Figure 1. Cell classes on the final placement (run 1).
Scale bar: 20 um.
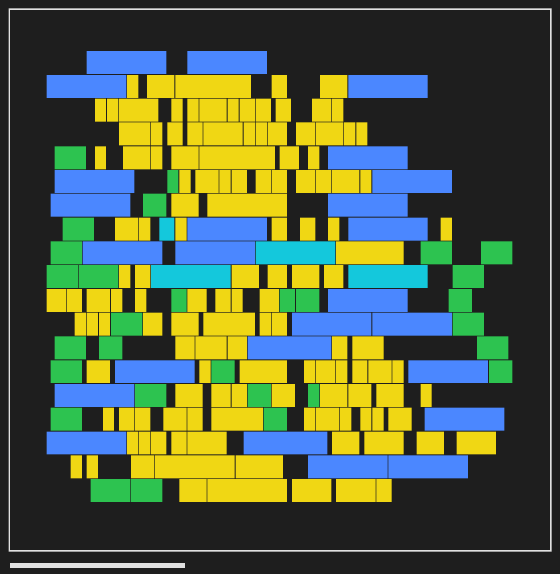
Figure 2. The metal 1 layer (run 1).
Supply wires on this layer in grey.
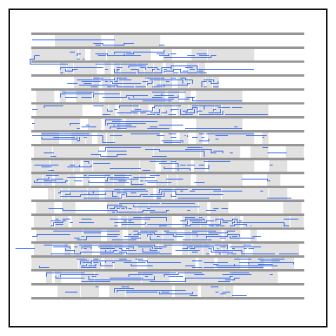
Figure 3. Drive-strength map (run 1).
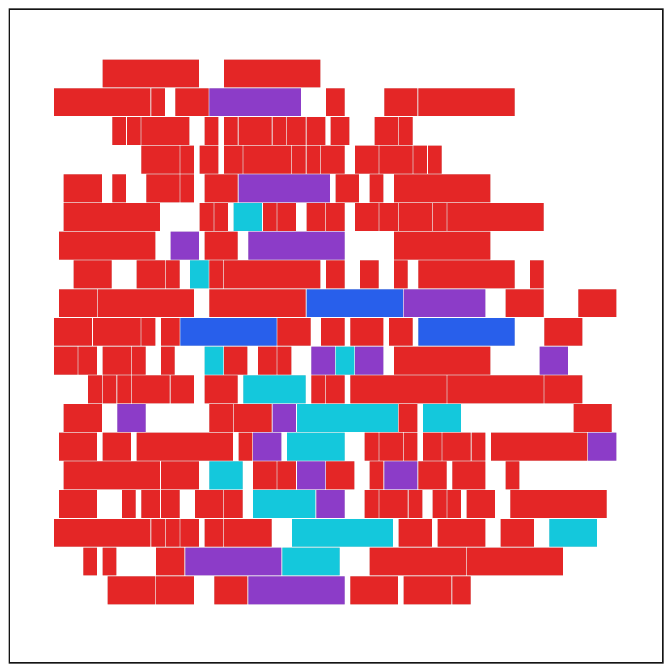
Figure 4. Clock network drawn from the DEF (run 1).
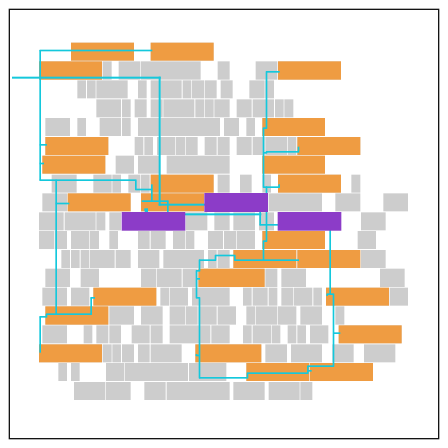
File: config.mk
export PLATFORM = sky130hd
export DESIGN_NAME = mcu_spi_arbiter
export DESIGN_NICKNAME = d
export VERILOG_FILES = /design/src/rtl/mcu_spi_arb_pkg.sv /design/src/rtl/arb_watchdog.sv /design/src/rtl/mcu_spi_arbiter.sv
export SDC_FILE = /design/constraint.sdc
export NUM_CORES = 1
export LEC_CHECK = 0
export CAP_MARGIN = 20
export CORE_MARGIN = 4
export CORE_UTILIZATION = 53
export CTS_BUF_LIST = sky130_fd_sc_hd__clkbuf_16
export CTS_CLUSTER_SIZE = 20
export DETAILED_ROUTE_END_ITERATION = 10
export GPL_TIMING_DRIVEN = 0
export PLACE_DENSITY_LB_ADDON = 0.25
export SYNTH_ARGS = -nofsm -noshare
export SYNTH_HDL_FRONTEND = slang
export SYNTH_SLANG_ARGS = --single-unit
File: constraint.sdc
create_clock -name SClk -period 2.1 [get_ports SClk]
set_clock_uncertainty 0.05 [all_clocks]
set_input_delay 0.21 -clock SClk [delete_from_list [all_inputs] [get_ports SClk]]
set_output_delay 0.21 -clock SClk [all_outputs]
set_load 0.01 [all_outputs]
File: src/rtl/mcu_spi_arb_pkg.sv
// Shared types and encodings for the MCU SPI link arbiter.
package mcu_spi_arb_pkg;

  typedef enum logic [1:0] {
    IDLE      = 2'd0,
    GRANT_RTC = 2'd1,
    GRANT_SPI = 2'd2,
    GUARD     = 2'd3
  } arb_state_e;

  localparam logic [1:0] OWNER_NONE = 2'd0;
  localparam logic [1:0] OWNER_RTC  = 2'd1;
  localparam logic [1:0] OWNER_SPI  = 2'd2;

  localparam int unsigned REQ_RTC = 0;
  localparam int unsigned REQ_SPI = 1;
  localparam int unsigned NUM_REQ = 2;

  // BusOwner encoding implied by an arbiter state.
  function automatic logic [1:0] owner_of(arb_state_e s);
    logic [1:0] o;
    o = OWNER_NONE;
    if (s == GRANT_RTC) o = OWNER_RTC;
    if (s == GRANT_SPI) o = OWNER_SPI;
    return o;
  endfunction

endpackage

File: src/rtl/arb_watchdog.sv
// Saturating stall counter; flags expiry once it reaches TIMEOUT_CYCLES.
module arb_watchdog #(
  parameter int unsigned TIMEOUT_CYCLES = 4096,
  parameter int unsigned TW             = $clog2(TIMEOUT_CYCLES + 1)
) (
  input  logic clk,
  input  logic rst,
  input  logic clr,
  input  logic en,
  output logic expire_c
);

  logic [TW-1:0] cnt_q, cnt_d;

  // Clear wins; otherwise count enabled cycles, holding at the limit.
  always_comb begin
    cnt_d = cnt_q;
    if (clr) begin
      cnt_d = '0;
    end else if (en && (cnt_q != TW'(TIMEOUT_CYCLES))) begin
      cnt_d = cnt_q + TW'(1);
    end
  end

  // Counter register.
  always_ff @(posedge clk or posedge rst) begin
    if (rst) cnt_q <= '0;
    else     cnt_q <= cnt_d;
  end

  assign expire_c = (cnt_q == TW'(TIMEOUT_CYCLES));

endmodule

File: src/rtl/mcu_spi_arbiter.sv
// Round-robin owner of the MCU SPI pins with CS guard gap and stall watchdog.
module mcu_spi_arbiter
  import mcu_spi_arb_pkg::*;
#(
  parameter int unsigned GUARD_CYCLES   = 2,
  parameter int unsigned TIMEOUT_CYCLES = 4096
) (
  input  logic       SClk,
  input  logic       Reset,
  input  logic       RTCnSel,
  input  logic       RTCDo,
  input  logic       RTCClkRun,
  input  logic       RTCClkStretch,
  output logic       RTCGrant,
  input  logic       SPInSel,
  input  logic       SPIDo,
  input  logic       SPIClkRun,
  output logic       SPIGrant,
  output logic       MCUnSel,
  output logic       MCUDo,
  output logic       MCUClkEn,
  output logic [1:0] BusOwner,
  output logic       TimeoutErr,
  input  logic       ErrClear
);

  localparam int unsigned TW = $clog2(TIMEOUT_CYCLES + 1);
  localparam int unsigned GW = 4;

  arb_state_e           state_q, state_d;
  logic [GW-1:0]        guard_q, guard_d;
  logic                 rr_q, rr_d;
  logic [NUM_REQ-1:0]   lock_q, lock_d;
  logic                 err_q, err_d;
  logic                 grant_rtc_q, grant_rtc_d;
  logic                 grant_spi_q, grant_spi_d;
  logic [1:0]           owner_q, owner_d;
  logic                 req_rtc_c, req_spi_c;
  logic                 granted_c;
  logic                 wd_expire_c;

  assign req_rtc_c = ~RTCnSel & ~lock_q[REQ_RTC];
  assign req_spi_c = ~SPInSel & ~lock_q[REQ_SPI];
  assign granted_c = (state_q == GRANT_RTC) || (state_q == GRANT_SPI);

  // Route only the owner's CS/MOSI/clock request to the pins.
  always_comb begin
    MCUnSel  = 1'b1;
    MCUDo    = 1'b1;
    MCUClkEn = 1'b0;
    case (state_q)
      GRANT_RTC: begin
        MCUnSel  = RTCnSel;
        MCUDo    = RTCDo;
        MCUClkEn = RTCClkRun & ~RTCClkStretch;
      end
      GRANT_SPI: begin
        MCUnSel  = SPInSel;
        MCUDo    = SPIDo;
        MCUClkEn = SPIClkRun;
      end
      default: ;
    endcase
  end

  arb_watchdog #(
    .TIMEOUT_CYCLES(TIMEOUT_CYCLES),
    .TW            (TW)
  ) u_watchdog (
    .clk     (SClk),
    .rst     (Reset),
    .clr     (~granted_c | MCUClkEn),
    .en      (granted_c),
    .expire_c(wd_expire_c)
  );

  // Arbitration, release/timeout handling, guard countdown and sticky error.
  always_comb begin
    state_d = state_q;
    guard_d = guard_q;
    rr_d    = rr_q;
    lock_d  = lock_q;
    err_d   = err_q;
    if (RTCnSel)  lock_d[REQ_RTC] = 1'b0;
    if (SPInSel)  lock_d[REQ_SPI] = 1'b0;
    if (ErrClear) err_d = 1'b0;
    case (state_q)
      IDLE: begin
        if (req_rtc_c && (!req_spi_c || (rr_q == 1'(REQ_RTC)))) begin
          state_d = GRANT_RTC;
        end else if (req_spi_c) begin
          state_d = GRANT_SPI;
        end
      end
      GRANT_RTC: begin
        if (RTCnSel || wd_expire_c) begin
          state_d = GUARD;
          guard_d = '0;
          rr_d    = 1'(REQ_SPI);
          if (!RTCnSel) begin
            err_d           = 1'b1;
            lock_d[REQ_RTC] = 1'b1;
          end
        end
      end
      GRANT_SPI: begin
        if (SPInSel || wd_expire_c) begin
          state_d = GUARD;
          guard_d = '0;
          rr_d    = 1'(REQ_RTC);
          if (!SPInSel) begin
            err_d           = 1'b1;
            lock_d[REQ_SPI] = 1'b1;
          end
        end
      end
      GUARD: begin
        if (guard_q == GW'(GUARD_CYCLES - 1)) state_d = IDLE;
        else                                  guard_d = guard_q + GW'(1);
      end
      default: state_d = IDLE;
    endcase
    grant_rtc_d = (state_d == GRANT_RTC);
    grant_spi_d = (state_d == GRANT_SPI);
    owner_d     = owner_of(state_d);
  end

  // State and registered status outputs.
  always_ff @(posedge SClk or posedge Reset) begin
    if (Reset) begin
      state_q     <= IDLE;
      guard_q     <= '0;
      rr_q        <= 1'(REQ_RTC);
      lock_q      <= '0;
      err_q       <= 1'b0;
      grant_rtc_q <= 1'b0;
      grant_spi_q <= 1'b0;
      owner_q     <= OWNER_NONE;
    end else begin
      state_q     <= state_d;
      guard_q     <= guard_d;
      rr_q        <= rr_d;
      lock_q      <= lock_d;
      err_q       <= err_d;
      grant_rtc_q <= grant_rtc_d;
      grant_spi_q <= grant_spi_d;
      owner_q     <= owner_d;
    end
  end

  assign RTCGrant   = grant_rtc_q;
  assign SPIGrant   = grant_spi_q;
  assign BusOwner   = owner_q;
  assign TimeoutErr = err_q;

endmodule

==> run notes, run 1 <==
Physical implementation status

The flow ran to the end, and the final reports show no timing, DRC or antenna violations. The critical path is of the flop to flop type. In the synthesized netlist, the number of instances is 164. The largest single stage delay on the critical path is 0.50 ns. The peak fanout along the critical path stands at 4. For this run, the chip area from Yosys synthesis comes to 0.00153 mm^2. The internal power stands at 1.47 mW. After detailed routing, the average wire length per cell comes to 15.7 um. The highest supply drop recorded on VDD is 0.00107 V.

The final worst slack stands at 0.0504 ns. The final wirelength stands at 3480 um. The commonest register cell is dfrtp_1. Before placement the cells fill 55.6% of the core. Sequential cells were found to cover 40.8% of the synthesized design area.

Yosys instantiated no cell more often than dfrtp_1. For the pin with the worst max-slew slack, the measured transition is 0.918 ns. The clock passes through at most 2 buffers. The synthesized area stands at 0.00153 mm^2. The final antenna diode tally reported by the flow is 0. The top-level I/O count stands at 18. The first detailed-routing pass ran for 4 iterations. The worst setup path is launched from a flop. The net count of the finished layout stands at 210. The synthesized netlist net count stands at 183. The final layout reports a setup TNS of 0 ns. The final timing report counts setup violations totalling 0. The overflow left after global routing stands at 0. After floorplanning, the die was sized to cover 0.00382 mm^2. According to the hold report, the worst path is of the primary input to asynchronous set/reset pin type. Sorting the Yosys area breakdown by cell type puts at the top dfrtp_1. The clock period minus worst slack stands at 2.05 ns. The number of enable-type register cells in the synthesized netlist stands at 0.

Including well taps, the total number of placed cells is 212. The worst register-to-register path has a depth of 6. The fraction of final layout cells with drive strength greater than 1 stands at 17.4%. In the routed layout, each cell is associated on average with a via count of 5.95.
Back to the opening pictures, Figure 1:
[all other logic] yellow | cells: 132 | share of their area: 49%
[other buffers and delay cells] green | cells: 29 | share of their area: 13%
[flip-flops] blue | cells: 25 | share of their area: 33%
[clock drivers and dummy loads] cyan | cells: 4 | share of their area: 4.2%

Back to the opening pictures, Figure 2:
nets with wire on the layer: 180
main direction: horizontal
share of all routed wire: 44%
wire length on this layer: 1,520 um
longest straight run: 17.0 um

Back to the opening pictures, Figure 3:
[drive 2] cyan | cells: 13 | share: 6.8%
[drive 3 to 4] purple | cells: 17 | share: 8.9%
[drive 1 or less] red | cells: 157 | share: 83%
[drive 6 and up] blue | cells: 3 | share: 1.6%

Back to the opening pictures, Figure 4:
[cells driving clock nets] purple | count: 3
[flip-flops] orange | count: 25
[clock wires] cyan | length: 290 um
flops lie: all over the die

==> run 1: layout by cell type, fill, tap and decap left out, drive strengths merged, types with 3 or more instances in the layout <==
master         synthesis  routed
nand3                  9       9
buf                    3       9
inv                   13      13
o21ai                  7       7
nor2                  19      19
ha                     9       9
clkdlybuf4s50          0      15
xnor2                  6       6
nor3                   3       3
nand2                 14      14
or3                    3       3
dfrtp                 25      25
a21oi                  6       6
clkbuf                 4       6
nor4                   4       4
o32ai                  3       3
==> run 1: sequential cells by signal (all words and copies together), names as in the netlist <==
register	flops
lock_q	2
guard_q	4
SPIGrant	1
TimeoutErr	1
RTCGrant	1
state_q	2
u_watchdog.cnt_q	13
rr_q	1
==> run 1: how the worst max path moves through the flow <==
stage	slack (ns)	to	start
after CTS	0.007	MCUClkEn	state_q[0]
after floorplan	0.29	SPIGrant	guard_q[1]
after global routing	-0.08	SPIGrant	state_q[0]
after detailed placement	-0.15	u_watchdog.cnt_q[6]	state_q[1]
after global placement	-0.09	MCUClkEn	state_q[1]
final	0.05	SPIGrant	state_q[0]
==> run 1: power groups by stage <==
stage / Combinational, mW / Sequential, mW / Clock [mW]
2_1_floorplan: 0.738 / 0.643 / 0
3_3_place_gp: 1.06 / 0.652 / 0
3_5_place_dp: 1.08 / 0.659 / 0
4_1_cts: 1.25 / 0.651 / 0.424
5_1_grt: 1.51 / 0.676 / 0.444
6_report: 1.37 / 0.659 / 0.414
==> run 1: logic make-up (layout without fill, tap and decap cells) <==
logic type	Yosys count	count (layout)	share of synthesized area [%]
and+or+nand+nor	67	67	25.2
AOI/OAI and AO/OA	34	34	15.9
DFF	25	25	40.8
buffers and inverters	20	46	5.47
adders and majority gates	9	9	7.35
xor gates and xnor gates	8	8	4.57
muxes	1	1	0.653
==> run 1: through the flow <==
| step | total power [mW] | area (um^2) | hold slack (ns) | utilization (%) |
|---|---|---|---|---|
| final | 2.44 | 1940 | 0.406 | 70.3 |
| after global routing | 2.63 | 1940 | 0.502 | 70.3 |
| after CTS | 2.32 | 1890 | 0.457 | 68.4 |
| after detailed placement | 1.74 | 1740 | 0.442 | 63.2 |
| after global placement | 1.71 | 1740 | 0.432 | 63.2 |
| after floorplan | 1.38 | 1530 | 0.187 | - |
==> run 1: routing by layer <==
layer / up-vias / share of wire (%) / global-route usage [%]
li1: 633 / - / -
met1: 638 / 44 / 26.7
met2: 41 / 49 / 31.4
met3: 2 / 6.3 / 5.37
met4: 0 / 0.52 / 4.55
met5: - / 0 / 0
==> run 1: timing repair <==
item | 4_1_cts | 5_1_grt
resized | 10 | 9
setup endpoints to repair | 13 | 7
pin swaps | 0 | 1
setup buffers | 4 | 3
==> run 1: final cells by class <==
cell class | instances | area, um^2
multi-input cells | 119 | 886
fillers | 206 | 818
flip-flops and latches | 25 | 628
repair buffers | 24 | 225
clock buffers | 3 | 75.1
inverters | 13 | 53.8
well taps | 31 | 38.8
plain buffers | 5 | 27.5
clock inverters | 1 | 5.00
--- run 2 (diff from run 1) ---
Settings changed: CTS_CLUSTER_SIZE 20 to 28.
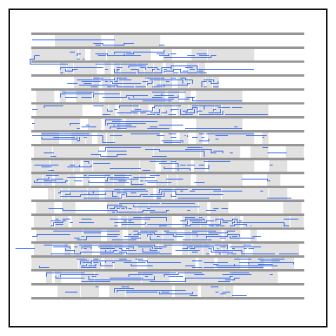
Figure 5: run 2, the metal 1 layer.
Supply wires on this layer in grey.
routed wire length: 3480 um
met1 usage: 26.7%
vias: 1,314

==> run notes, run 2 <==
Physical implementation status

Using the TritonRoute via totals, the vias-per-cell ratio works out to 5.95. dfrtp_1 is the most common cell in the netlist. The most critical min-delay path falls under primary input to asynchronous set/reset pin.

The delay of the slowest cell on the worst path stands at 0.50 ns. After detailed routing, the wire length on met1 is 1520 um. The clock passes through at most 2 buffers. The antenna cell count stands at 0. The overflow left after global routing stands at 0. Per the synthesis report, the dominant area consumer among library cells is dfrtp_1. After detailed routing, the average wire length per cell comes to 15.7 um.

Routed signal wires occupy layers up through met4. In the floorplan report the effective utilization is 55.6%. Leaving out fill and tap cells, the most frequent cells in the layout are 23 x dfrtp_1, 19 x nor2_1, 15 x clkdlybuf4s50_1. The aggregate negative setup slack stands at 0 ns. The post-route netlist has 17.4% of its cells at a drive strength greater than 1. The placed cell count stands at 212. The peak fanout along the critical path stands at 4. Per the synth stats, the flop cell with the highest instance count is dfrtp_1. After synthesis the cells add up to 0.00153 mm^2. The worst hold slack across all endpoints stands at 0.406 ns. The instance tally after logic synthesis stands at 164. When the netlist entered floorplanning its net count stood at 183. The analysis reports a worst IR drop on VDD of 0.00107 V.

The fraction of registers with async set/reset stands at 100%. The measured slew at the worst slew-check pin stands at 0.918 ns. The die area stands at 0.00382 mm^2. The number of detailed-routing iterations run before antenna repair stands at 4. The amount of wire on met3 after detailed routing stands at 220 um. The sequential fraction of the synthesis area stands at 40.8%.

The clock period minus worst slack stands at 2.05 ns. The complex-gate fraction of the synthesized area stands at 15.9%. The top-level I/O count stands at 18.

For reference, XOR and XNOR gates occupy 4.57% of the area reported after synthesis. The proportion of synthesized area in mux cells stands at 0.653%. The flow ran to the end, and the final reports show no timing, DRC or antenna violations. Counting flops with a built-in enable in the synthesized netlist gives 0.

Measured on the finished design, the core utilization comes to 70.3%. The post-synthesis chip area from yosys stands at 0.00153 mm^2. The post-synthesis adder-cell area fraction stands at 7.35%.

The setup path with the least slack is of type flop to flop. The total design power stands at 2.44 mW. STA classifies the critical path startpoint as a flop. For reference, the top logic cell family by area is simple AND/OR/NAND/NOR gates.

The largest registers in the layout are u_watchdog.cnt_q: 13 flops, guard_q: 4 flops.
[run 2: area by class of cell]
cell class | instances | area (um^2)
Multi-Input combinational cell | 119 | 886
Fill cell | 206 | 818
Sequential cell | 25 | 628
Timing Repair Buffer | 24 | 225
Clock buffer | 3 | 75.1
Inverter | 13 | 53.8
Tap cell | 31 | 38.8
Buffer | 5 | 27.5
Clock inverter | 1 | 5.00
[run 2: report_power, final]
part           total (mW)  internal (mW)  switching (mW)
combinational        1.37          0.651           0.717
clock               0.414          0.256           0.158
sequential          0.659          0.566          0.0931
[run 2: kinds of logic (layout without fill, tap and decap cells)]
family / Yosys count / count (layout)
AND/OR/NAND/NOR: 67 / 67
AND-OR/OR-AND: 34 / 34
flip-flops: 25 / 25
buffers and inverters: 20 / 46
adder cells (fa/ha/maj): 9 / 9
XOR/XNOR: 8 / 8
multiplexers: 1 / 1
[run 2: per-stage QoR]
step	setup slack (ns)	cell area [um^2]
after floorplan	0.286	1530
after global placement	-0.0929	1740
after detailed placement	-0.153	1740
after CTS	0.00719	1890
after global routing	-0.0777	1940
final	0.0504	1940
[run 2: worst paths after layout]
kind                                        to  slack [ns]  depth (start not counted)
max                                   SPIGrant        0.05                          6
min                        u_watchdog.cnt_q[9]        0.41                          2
max in group asynchronous           state_q[1]        0.97                          2
min in group SClk                    lock_q[0]        0.45                          2
max reg2reg                           SPIGrant        0.05                          6
min reg2reg                          lock_q[0]        0.45                          2
[run 2: routing by layer]
layer / global-route usage, % / up-vias
li1: - / 633
met1: 26.7 / 638
met2: 31.4 / 41
met3: 5.37 / 2
met4: 4.55 / 0
met5: 0 / -
[run 2: repair_timing]
item,CTS,global route
buffers inserted,4,3
endpoints found under the setup margin,13,7
pin swaps,0,1
resized,10,9
--- run 3 (diff from run 2) ---
Settings changed: RECOVER_POWER set to 25, SLEW_MARGIN set to 20.
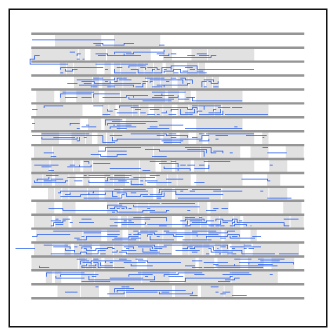
Figure 6: run 3, the metal 1 layer.
Supply wires on this layer in grey.
routed wire length: 3470 um
vias: 1,306

==> run notes, run 3 <==
Physical implementation status

The instance tally after logic synthesis stands at 164. The number of sinks on the clock net stands at 25. The flow ran to the end, and the final reports show no timing, DRC or antenna violations.

The via count of the first global-routing pass stands at 1,240. In this run the clock root is driven by a clkbuf_16. The overflow left after global routing stands at 0. The top-level I/O count stands at 18. The worst hold path belongs to the class flop to flop.

The worst setup path is launched from a flop. Looking at the cell usage after synthesis, the top flip-flop cell is dfrtp_1. Of all cell types, the one taking the most synthesized area is dfrtp_1. The critical path in this run is classified as flop to flop.

Counting flops per register, the top entry is u_watchdog.cnt_q. From left edge to right edge, the die measures 61.8 um. The max-slew violation count stands at 0. The highest ir drop seen on vdd stands at 0.00107 V. In this run the worst setup path begins at state_q[0]. In the final routed layout, each cell accounts on average for 15.7 um.

The clock period minus worst slack stands at 2.05 ns. In the Yosys report, the sequential cells make up 40.8% of the chip area. The worst hold slack across all endpoints stands at 0.453 ns. The violation count after the first detailed-routing iteration stands at 29.

The fraction of final layout cells with drive strength greater than 1 stands at 17.4%. The script parses the final routing iteration and logs DRC violations as 0. The peak fanout along the critical path stands at 4. The iteration count recorded for the first detailed-route pass is 4. The synthesized netlist net count stands at 183. Summed over all failing endpoints, the final setup total negative slack is 0 ns. The core occupancy in the finished layout stands at 70.3%. Static timing analysis puts the maximum clock frequency at 488 MHz. The net count of the finished layout stands at 210. The number of antenna diodes in the final layout is 0. The fraction of registers with async set/reset stands at 100%. Counting distinct cell types in the post-synthesis netlist gives 44. The measured slew at the worst slew-check pin stands at 0.918 ns. The leakage power total stands at 0.823 nW.

The total design power stands at 2.44 mW. According to the floorplan log, the row count is 19. In the floorplan report the effective utilization is 55.6%. In the final layout, the registers with the most flip-flops are u_watchdog.cnt_q: 13 flops, guard_q: 4 flops. The synthesis stat section lists a flop and latch total of 25. Dividing the synthesized area by the synthesized cell count gives 9.35 um^2.

The post-detailed-route via-to-cell ratio stands at 5.91. The number of OpenROAD warnings stands at 32. Per the cell usage report, the commonest logic cells after layout are 23 x dfrtp_1, 19 x nor2_1, 14 x nand2_1, 14 x clkdlybuf4s50_1, 11 x inv_1. The count of endpoints failing setup in the final report stands at 0. STA lists the startpoint of the worst register-to-register path as state_q[0]. Among all cell types in the netlist, the one instantiated most often is dfrtp_1. The number of enable-type register cells in the synthesized netlist stands at 0. By area the synthesized netlist is led by dfrtp_1 41%, ha_1 7.3%, nor2_1 4.7%. The register with the most flip-flops in the layout has 13 of them. Per the cell usage report, the commonest logic cell in the layout is dfrtp_1. According to the Yosys statistics, the synthesized design has a chip area of 0.00153 mm^2. The number of buffers between clock root and the deepest sink stands at 2.

The synthesized area stands at 0.00153 mm^2. The die area stands at 0.00382 mm^2.
run 3: cell counts after synthesis:
No cell type changed its count.
run 3: per-stage QoR:
stage / area, um^2 / setup WS [ns] / cells
finish: 1940 / 0.0503 / 221
global route: 1940 / -0.0777 / 221
CTS: 1890 / 0.00719 / 218
detailed placement: 1740 / -0.153 / 212
global placement: 1740 / -0.0929 / 212
floorplan: 1530 / 0.286 / 164
run 3: worst paths after layout:
check                      slack, ns  cells after the start                   to
setup / recovery                0.05                      6             SPIGrant
hold / removal                  0.45                      2            lock_q[0]
min in group asynchronous       0.54                      2  u_watchdog.cnt_q[9]
max in group asynchronous       0.83                      2           state_q[1]
setup reg to reg                0.05                      6             SPIGrant
hold reg to reg                 0.45                      2            lock_q[0]
run 3: layout make-up:
| type | count | area [um^2] |
|---|---|---|
| sequential | 25 | 628 |
| clock buffer | 3 | 75.1 |
| tap | 31 | 38.8 |
| fill | 206 | 818 |
| multi-input combinational | 119 | 886 |
| inverter | 13 | 53.8 |
| clock inverter | 1 | 5.00 |
| buffer | 5 | 27.5 |
| timing repair buffer | 24 | 225 |
run 3: routing by layer:
layer	global-route usage, %	vias to the layer above	routed length [um]
met2	31.4	38	1710
li1	-	633	-
met3	5.37	2	193
met1	26.7	633	1550
met5	0	-	0
met4	4.55	0	18
run 3: kinds of logic after synthesis:
logic type / count (synthesis) / synth area share, %
DFF: 25 / 40.8
muxes: 1 / 0.653
buffers and inverters: 20 / 5.47
adders and majority gates: 9 / 7.35
and+or+nand+nor: 67 / 25.2
xor gates and xnor gates: 8 / 4.57
AOI/OAI and AO/OA: 34 / 15.9
run 3: worst max-delay path: stages (launching register included):
cell and delay, ns:
dfrtp_2 0.46, inv_4 0.12, ha_1 0.24, or3b_2 0.50, o221ai_1 0.24, o32ai_2 0.14
and2_1 0.19
run 3: where the power goes:
group / switching, mW / internal (mW)
clock: 0.158 / 0.256
combinational: 0.716 / 0.650
sequential: 0.0920 / 0.566
run 3: timing repair:
action / in CTS / in global routing
setup buffers: 4 / 3
gates resized: 10 / 9
pin swaps: 0 / 1
endpoints found under the setup margin: 13 / 7
Power is estimated from default activity; no workload was simulated.
